$ cat src/rtl/serial_pkg.sv
// Shared types and constants for the serial shift feeder and its downstream register.
package serial_pkg;

    typedef enum logic [1:0] {
        IDLE   = 2'd0,
        SHIFT  = 2'd1,
        PARITY = 2'd2,
        GAP    = 2'd3
    } state_t;

    localparam int unsigned DEFAULT_FRAME_WIDTH = 8;

endpackage

$ cat src/rtl/hold_buffer.sv
// One-entry valid/ready holding register feeding the serialiser.
module hold_buffer
    import serial_pkg::*;
#(
    parameter int unsigned WIDTH = DEFAULT_FRAME_WIDTH
) (
    input  logic             clk,
    input  logic             reset,
    input  logic [WIDTH-1:0] in_data,
    input  logic             in_valid,
    output logic             in_ready,
    input  logic             pop,
    output logic [WIDTH-1:0] hold_data,
    output logic             hold_full
);

    logic accept;

    assign in_ready = !hold_full;
    assign accept   = in_valid && !hold_full;

    // A pop on the same edge as an accept leaves the buffer full with the new word.
    always_ff @(posedge clk or negedge reset) begin
        if (!reset) begin
            hold_full <= 1'b0;
            hold_data <= '0;
        end else begin
            if (accept) begin
                hold_data <= in_data;
                hold_full <= 1'b1;
            end else if (pop) begin
                hold_full <= 1'b0;
            end
        end
    end

endmodule

$ cat src/rtl/serial_shift_feeder.sv
// Serialises buffered parallel words onto serial_in/en with a programmable inter-frame gap.
// Optional even-parity bit per frame when SHIFT_FEEDER_PARITY_EN is defined.
module serial_shift_feeder
    import serial_pkg::*;
#(
    parameter int unsigned WIDTH      = DEFAULT_FRAME_WIDTH,
    parameter int unsigned GAP_CYCLES = 1,
    parameter bit          MSB_FIRST  = 1'b1
) (
    input  logic             clk,
    input  logic             reset,
    input  logic [WIDTH-1:0] in_data,
    input  logic             in_valid,
    output logic             in_ready,
    output logic             serial_in,
    output logic             en,
    output logic             busy,
    output logic             frame_done
);

    localparam int unsigned BW = $clog2(WIDTH + 1);
    localparam int unsigned GW = (GAP_CYCLES > 0) ? $clog2(GAP_CYCLES + 1) : 1;
    localparam logic [BW-1:0] LAST_BIT = BW'(WIDTH - 1);
    localparam logic [GW-1:0] GAP_LAST = GW'((GAP_CYCLES > 0) ? GAP_CYCLES - 1 : 0);

    state_t           state, state_next;
    logic [WIDTH-1:0] shreg, shreg_next;
    logic [BW-1:0]    bit_cnt, bit_cnt_next;
    logic [GW-1:0]    gap_cnt, gap_cnt_next;
    logic             frame_done_next;
    logic             load;
    logic             end_frame;
    logic [WIDTH-1:0] hold_data;
    logic             hold_full;
`ifdef SHIFT_FEEDER_PARITY_EN
    logic             parity, parity_next;
`endif

    hold_buffer #(
        .WIDTH (WIDTH)
    ) u_hold (
        .clk       (clk),
        .reset     (reset),
        .in_data   (in_data),
        .in_valid  (in_valid),
        .in_ready  (in_ready),
        .pop       (load),
        .hold_data (hold_data),
        .hold_full (hold_full)
    );

    always_ff @(posedge clk or negedge reset) begin
        if (!reset) begin
            state      <= IDLE;
            shreg      <= '0;
            bit_cnt    <= '0;
            gap_cnt    <= '0;
            frame_done <= 1'b0;
`ifdef SHIFT_FEEDER_PARITY_EN
            parity     <= 1'b0;
`endif
        end else begin
            state      <= state_next;
            shreg      <= shreg_next;
            bit_cnt    <= bit_cnt_next;
            gap_cnt    <= gap_cnt_next;
            frame_done <= frame_done_next;
`ifdef SHIFT_FEEDER_PARITY_EN
            parity     <= parity_next;
`endif
        end
    end

    // Frame completion is resolved once after the case so SHIFT and PARITY share the gap/reload/idle rules.
    always_comb begin
        state_next      = state;
        shreg_next      = shreg;
        bit_cnt_next    = bit_cnt;
        gap_cnt_next    = gap_cnt;
        frame_done_next = 1'b0;
        load            = 1'b0;
        end_frame       = 1'b0;
`ifdef SHIFT_FEEDER_PARITY_EN
        parity_next     = parity;
`endif

        case (state)
            IDLE: begin
                if (hold_full) begin
                    load = 1'b1;
                end
            end
            SHIFT: begin
                shreg_next = MSB_FIRST ? {shreg[WIDTH-2:0], 1'b0} : {1'b0, shreg[WIDTH-1:1]};
                if (bit_cnt == LAST_BIT) begin
`ifdef SHIFT_FEEDER_PARITY_EN
                    state_next = PARITY;
`else
                    end_frame  = 1'b1;
`endif
                end else begin
                    bit_cnt_next = bit_cnt + BW'(1);
                end
            end
`ifdef SHIFT_FEEDER_PARITY_EN
            PARITY: begin
                end_frame = 1'b1;
            end
`endif
            GAP: begin
                if (gap_cnt == GAP_LAST) begin
                    if (hold_full) begin
                        load = 1'b1;
                    end else begin
                        state_next = IDLE;
                    end
                end else begin
                    gap_cnt_next = gap_cnt + GW'(1);
                end
            end
            default: begin
                state_next = IDLE;
            end
        endcase

        if (end_frame) begin
            frame_done_next = 1'b1;
            if (GAP_CYCLES > 0) begin
                state_next   = GAP;
                gap_cnt_next = '0;
            end else if (hold_full) begin
                load = 1'b1;
            end else begin
                state_next = IDLE;
            end
        end

        if (load) begin
            state_next   = SHIFT;
            shreg_next   = hold_data;
            bit_cnt_next = '0;
`ifdef SHIFT_FEEDER_PARITY_EN
            parity_next  = ^hold_data;
`endif
        end
    end

    always_comb begin
        en        = 1'b0;
        serial_in = 1'b0;
        case (state)
            SHIFT: begin
                en        = 1'b1;
                serial_in = MSB_FIRST ? shreg[WIDTH-1] : shreg[0];
            end
`ifdef SHIFT_FEEDER_PARITY_EN
            PARITY: begin
                en        = 1'b1;
                serial_in = parity;
            end
`endif
            default: begin
                en        = 1'b0;
                serial_in = 1'b0;
            end
        endcase
    end

    assign busy = (state != IDLE);

endmodule

$ cat config.mk
export PLATFORM = sky130hd
export DESIGN_NAME = serial_shift_feeder
export DESIGN_NICKNAME = d
export VERILOG_FILES = /design/src/rtl/serial_pkg.sv /design/src/rtl/hold_buffer.sv /design/src/rtl/serial_shift_feeder.sv
export SDC_FILE = /design/constraint.sdc
export NUM_CORES = 1
export LEC_CHECK = 0
export CAP_MARGIN = 20
export CORE_MARGIN = 5
export CORE_UTILIZATION = 50
export CTS_CLUSTER_SIZE = 20
export DETAILED_ROUTE_END_ITERATION = 8
export PLACE_DENSITY = 0.73
export SLEW_MARGIN = 15
export SYNTH_ARGS = -nofsm -noshare
export SYNTH_HDL_FRONTEND = slang
export SYNTH_HIERARCHICAL = 1
export SYNTH_SLANG_ARGS = --single-unit
$ cat constraint.sdc
create_clock -name clk -period 2.4 [get_ports clk]
set_clock_uncertainty 0.15 [all_clocks]
set_input_delay 0.24 -clock clk [delete_from_list [all_inputs] [get_ports clk]]
set_output_delay 0.24 -clock clk [all_outputs]
set_load 0.03 [all_outputs]
Figure 1. Wire density map (run 1).
(6 px per µm) 12 x 12 tiles, from black (low) to pale yellow (high), scaled to the fullest tile. Values are wire area over tile area, all layers added.
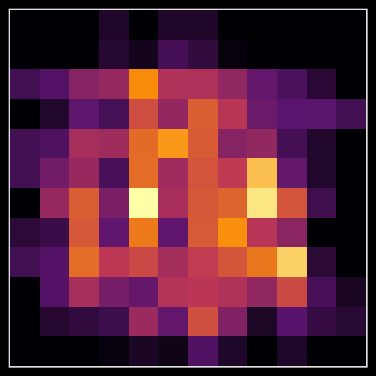
emptiest ninth of the die	top right
densest ninth of the die	middle
tiles over half the peak	19%
GRT Util Overall: 12.6%
Via Count: 701
Detailed Route WL: 1.95 mm
routed len/inst: 14.7 µm

Figure 2. Clock wiring as the flow saved it (run 1).
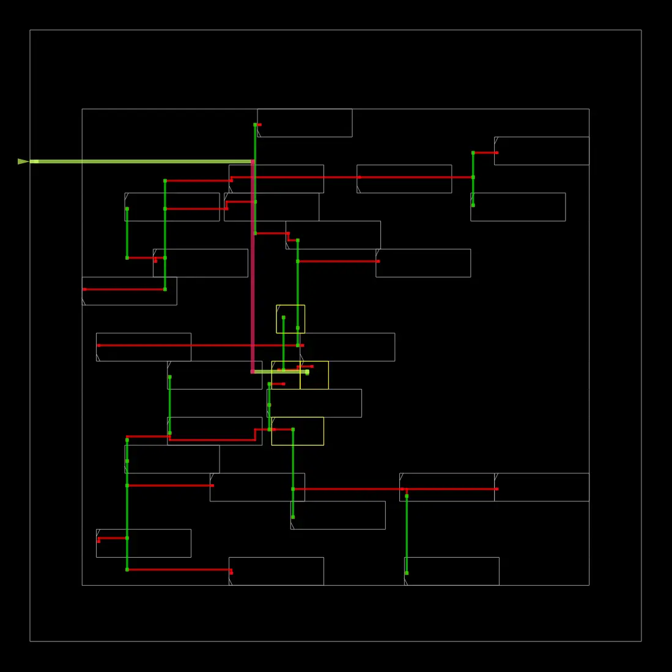
Clk power: 0.206 mW
TritonCTS Buffers: 3

==> flow_summary.ini, run 1 <==
; yosys + openroad results
[outcome]
status = finished, final reports clean

[sta]
finalSetupViolations = 0
finalCriticalPeriod_ns = 2.21
finalClockPeriodUsage_pct = 92.1
clock.fmax_ghz = 0.452
worst_slew_pin_slew_ns = 0.406
holdWs_ns = 0.124
rsz0062_at_grt = no

[clocking]
holdBufCountCts = 0
cts_num_sinks = 24
htreeDepth = 1
cts-root-buf = clkbuf_4
cts.clk_slew.worst_paths_ns = 0.13

[yosys]
ys_warn_count = 6
fp_nets = 102
mux_share_pct = 24.7
netlist_logic_family_top = multiplexers
xor_share_pct = 0
numSynthFlops = 24
netlist_instances = 87
synth_cell_type_count = 26
ys_cells = 87
synth.top_cell.area_share_pct = 49.3
ys_sh_adder_pct = 4.11
syn-mean-instance-area_um2 = 14.0
postSynthSeqShare_pct = 49.3
yosys.stat.chipArea_um2 = 1220
synth_area_um2 = 1220
top_area_cell = dfrtp_1
ys_sh_aoi_pct = 6.17

[global_routing]
grt.busiest_layer = met2
grt_max_degree = 25
use_met2_pct = 22.3
antenna_found_initial = 0
met1_usage_pct = 15.4

[finish]
comb_cells = 53
largest_cell_class = flip-flops and latches
antenna-diode-count = 0
mi_logic_area_um2 = 543
drive_gt1_share_pct = 33.3
nNonClkInverters = 6
clk_share_pct = 2.57
finish.utilization_pct = 62.1
nClkBuffers = 4
nFillCells = 188
seq_area_um2 = 601
area_share_nonclk_buffers_pct = 12.4
lay_top_cells = dfrtp_1, clkdlybuf4s50_1, mux2_2

[floorplan]
die_width_um = 59.3
fp_util_pct = 53.5
boundaryPins = 16

[worst_setup_path]
path_max_fanout = 9
r2r_end = shreg[3]
crit_path_end = en
reg2regPathDepth = 5
start_kind = flip-flop
startpoint = state[1]
end_kind = primary output
critPathBufInv = 2
critPathMaxStageDelay_ns = 0.72
crit_path_cell_trace = inv_1, ha_2, clkdlybuf4s50_1
cpMaxStageDelayCell = clkdlybuf4s50_1
reg2reg_slack_ns = 0.39
critPathTopFamily = buffers and inverters

[detailed_routing]
wl_met1_um = 871
drc_errors = 0
antenna_left = 0
top_layer_used = met4
wl_met3_um = 67
drt_iter0_markers = 24

[placed_design]
hpwlAfterDp_mm = 1.43
dpl_cell_area_um2 = 1370
portBuffers = 15

[power_and_ir_drop]
comb_power_share_pct = 50.7
p_sw_mw = 0.643
cellPowerDensity_nw_per_um2 = 1310
seqPwrFrac_pct = 38.2
p_total_mw = 1.85
Figure 3. Signal wires on met3 (run 1).
(8 px per µm)
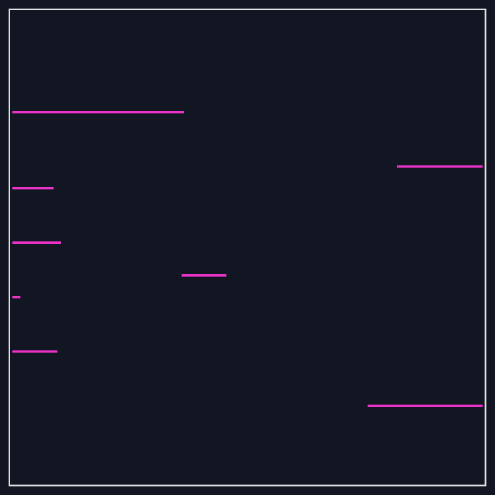
share of all routed wire	3.5%
nets with wire on the layer	7
longest straight run	21.2 µm
met3 GRT Util: 2.18%

-- run 1: synthesized netlist by cell type --
cell	count
a211o_1	2
a21oi_1	3
a21oi_2	1
and2_1	1
and3b_1	1
and4_1	1
buf_12	1
buf_6	3
dfrtp_1	24
ha_1	4
inv_1	6
mux2_2	12
mux2_4	11
nand2_1	2
nand2b_1	1
nand4_4	1
nand4b_1	1
nor2_2	1
nor2_4	1
nor2b_1	2
nor3_1	1
o21ai_0	2
o21bai_1	1
o221ai_1	1
o31ai_1	1
or3_1	2
-- run 1: cells by family (layout without fill, tap and decap cells) --
family                   after synthesis  count (layout)
AND-OR/OR-AND                         11              11
buffers and inverters                 10              28
AND/OR/NAND/NOR                       15              15
multiplexers                          23              23
flip-flops                            24              24
adder cells (fa/ha/maj)                4               4
Figure 4. Cells by drive strength (run 1).
(8 px per µm)
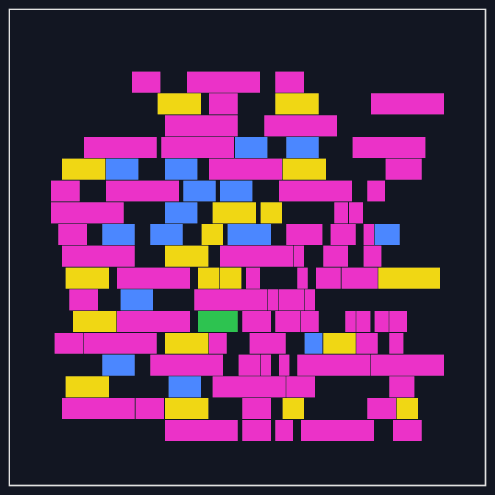

## Run 2: what changed since run 1
--- a/config.mk
+++ b/config.mk
@@ -6,6 +6,7 @@
 export NUM_CORES = 1
 export LEC_CHECK = 0
 export CAP_MARGIN = 20
+export CORE_ASPECT_RATIO = 0.75
 export CORE_MARGIN = 5
 export CORE_UTILIZATION = 50
 export CTS_CLUSTER_SIZE = 20
Figure 5. Cells by drive strength (run 2).
(8 px per µm)
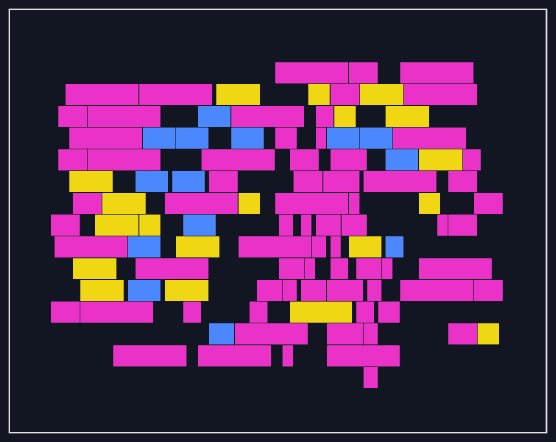
size	colour	cells	share	most used
drive 3 to 4	yellow	19	18%	mux2_4
drive 2	blue	14	13%	mux2_2
drive 1 or less	magenta	71	68%	dfrtp_1

==> run 2 against run 1 <==
Critical path depth increased by 1. Maximum frequency about the same. Combinational power decreased by 0.7%. Clock power decreased by 16%. Utilization decreased by 1.4 points. Non-clock buffer count unchanged. Via count increased by 0.86%. Power decreased by 2.0%. Die size increased by 0.29%. Design area decreased by 0.80%. Register-to-register slack improved by 0.03 ns. Sequential cell count unchanged. Largest power group unchanged.
==> flow_summary.ini, run 2 <==
; yosys + openroad results
[detailed_routing]
wl_met1_um = 933
top_layer_used = met4
drt_wl_total_mm = 1.98
antenna_left = 0
wl_met3_um = 110
num_vias = 707
drc_errors = 0
wl_per_cell_um = 14.3
drt_iter0_markers = 22

[finish]
nNonClkInverters = 6
finish.utilization_pct = 60.7
clk_share_pct = 1.61
comb_cells = 53
nClkBuffers = 3
lay_top_cells = dfrtp_1, clkdlybuf4s50_1, mux2_2
seq_area_um2 = 601
antenna-diode-count = 0
area_share_nonclk_buffers_pct = 12.3
drive_gt1_share_pct = 31.7
mi_logic_area_um2 = 541
lay_top_count = dfrtp_1

[placed_design]
hpwlAfterDp_mm = 1.41
portBuffers = 15
dpl_cell_area_um2 = 1380

[yosys]
ys_sh_aoi_pct = 6.17
edf_count = 0
synth_cell_type_count = 26
numSynthFlops = 24
top_cells_by_count = dfrtp_1, mux2_2, mux2_4
netlist_instances = 87
dominantRegCellSynth = dfrtp_1
synthArstFlopShare_pct = 100
fp_nets = 102
ys_cells = 87
top_area_cell = dfrtp_1
yosys.stat.chipArea_um2 = 1220
netlist_logic_family_top = multiplexers
xor_share_pct = 0
mux_share_pct = 24.7

[worst_setup_path]
cpMaxStageDelayCell = clkdlybuf4s50_1
path_max_fanout = 3
critPathMaxStageDelay_ns = 0.66
critPathBufInv = 2
critPathTopFamily = buffers and inverters
start_kind = flip-flop
end_kind = primary output

[global_routing]
grt.total_usage_pct = 12.8
antenna_found_initial = 0
grt.busiest_layer = met2
grt_max_degree = 25
use_met2_pct = 20.4
met1_usage_pct = 16.4

[outcome]
status = finished, final reports clean

[sta]
finalClockPeriodUsage_pct = 92.2
clock.fmax_ghz = 0.452
finalCriticalPeriod_ns = 2.21
worst_slew_pin_slew_ns = 0.389
finalSetupViolations = 0
rsz0062_at_grt = no

[power_and_ir_drop]
p_sw_mw = 0.645
p_total_mw = 1.81
p_clk_mw = 0.174
cellPowerDensity_nw_per_um2 = 1290

[clocking]
cts.clk_slew.worst_paths_ns = 0.13
cts-root-buf = clkbuf_4
htreeDepth = 1
cts_buffers = 3
cts_num_sinks = 24
holdBufCountCts = 0

[floorplan]
die_width_um = 67.0
boundaryPins = 16
fp_util_pct = 52.7

[run]
warnings = 28
## run 2: cell counts after synthesis
Identical to the previous run, type by type.
## run 2: worst reg2reg max path: stages, from the launching register on
cell      delay, ns
dfrtp_1        0.42
inv_1          0.07
ha_1           0.28
nand2b_1       0.20
nor2_4         0.36
mux2_2         0.39
## run 2: path summary, 6_finish.rpt
path | from | to | slack (ns) | depth (start not counted)
setup / recovery | state[1] | serial_in | 0.19 | 4
hold / removal | reset | bit_cnt[1] | 0.11 | 2
setup reg to reg | state[0] | shreg[3] | 0.42 | 5
hold reg to reg | u_hold/hold_data[0] | u_hold/hold_data[0] | 0.37 | 1
max in group asynchronous | reset | shreg[5] | 1.75 | 2
min in group clk | u_hold/hold_data[0] | u_hold/hold_data[0] | 0.37 | 1
## Run 3: what changed since run 2
--- a/config.mk
+++ b/config.mk
@@ -6,12 +6,11 @@
 export NUM_CORES = 1
 export LEC_CHECK = 0
 export CAP_MARGIN = 20
-export CORE_ASPECT_RATIO = 0.75
 export CORE_MARGIN = 5
 export CORE_UTILIZATION = 50
 export CTS_CLUSTER_SIZE = 20
 export DETAILED_ROUTE_END_ITERATION = 8
-export PLACE_DENSITY = 0.73
+export PLACE_DENSITY = 0.78
 export SLEW_MARGIN = 15
 export SYNTH_ARGS = -nofsm -noshare
 export SYNTH_HDL_FRONTEND = slang
Figure 6. Cells by drive strength (run 3).
(8 px per µm)
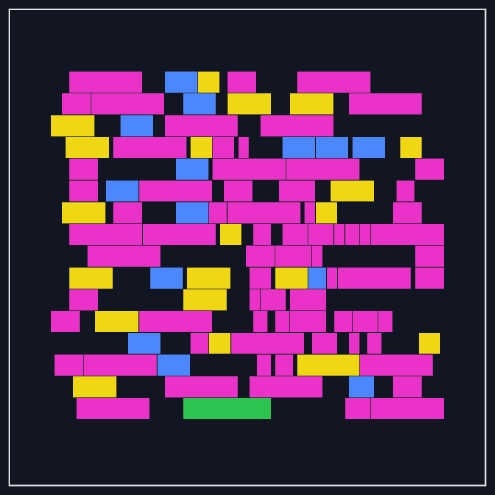
Non-CTS buffers: 19
P&R area growth vs syn: 17.6%
Final WS setup: 0.149 ns
final instance area: 1430 µm²

==> run 3 against run 2 <==
Synthesized area did not move. Sequential share of layout area down 0.90 points. Non-clock buffer count up 1. Utilization is 2.2 points higher. Cell count fell by 2.9%. Hold slack worse by 0.0060 ns. Global-route usage down 0.61 points. Synthesized cell count stayed put. Combinational power grew 1%. Register-to-register slack about the same. Count of clock-buffer cells in the layout unchanged. Critical endpoint unchanged. Largest power group unchanged.
==> flow_summary.ini, run 3 <==
; yosys + openroad results
[global_routing]
grt_max_degree = 25
antenna_found_initial = 0
grt_use_met3_pct = 2.18
use_met2_pct = 20.3
met1_usage_pct = 13.9

[sta]
finalSetupViolations = 0
worst_slew_pin_slew_ns = 0.413
rsz0062_at_grt = no
finalClockPeriodUsage_pct = 93.8

[worst_setup_path]
path_max_fanout = 4
critPathBufInv = 2

[yosys]
mux_share_pct = 24.7
fp_nets = 102
xor_share_pct = 0
most_common_cell = dfrtp_1
dominantRegCellSynth = dfrtp_1
synth_cell_type_count = 26
netlist_instances = 87
ys_sh_aoi_pct = 6.17
numSynthFlops = 24

[clocking]
htreeDepth = 1
holdBufCountCts = 0
cts.clk_slew.worst_paths_ns = 0.14
cts_num_sinks = 24

[finish]
lay_top_count = dfrtp_1
finish.utilization_pct = 62.9
antenna-diode-count = 0

[outcome]
status = finished, final reports clean

[placed_design]
dpl_cell_area_um2 = 1380
portBuffers = 15

[detailed_routing]
drc_errors = 0
wl_met1_um = 914
top_layer_used = met4

[power_and_ir_drop]
p_sw_mw = 0.663
cellPowerDensity_nw_per_um2 = 1360
seqPwrFrac_pct = 36.3

[run]
warnings = 28

[floorplan]
boundaryPins = 16
[run 3: cell counts after synthesis]
Identical to the previous run, type by type.
[run 3: worst paths after layout]
check,start,endpoint,slack [ns],cells past startpoint
worst max register to register,state[1],shreg[7],0.41,5
max in group asynchronous,reset,u_hold/hold_data[2],1.76,2
worst max-delay path,state[1],serial_in,0.15,4
worst min-delay path,reset,frame_done,0.10,2
worst min register to register,u_hold/hold_data[2],u_hold/hold_data[2],0.38,1
min in group clk,in_data[4],u_hold/hold_data[4],0.37,2
[run 3: cell type report]
cell class              instances  area [µm²]  share of cell area, %
flip-flops and latches         24         601                   42.0
multi-input cells              53         541                   37.8
repair buffers                 19         180                   12.6
well taps                      28        35.0                   2.45
clock inverters                 1        30.0                   2.10
clock buffers                   3        22.5                   1.57
inverters                       6        22.5                   1.57
Power and IR drop assume default switching activity.
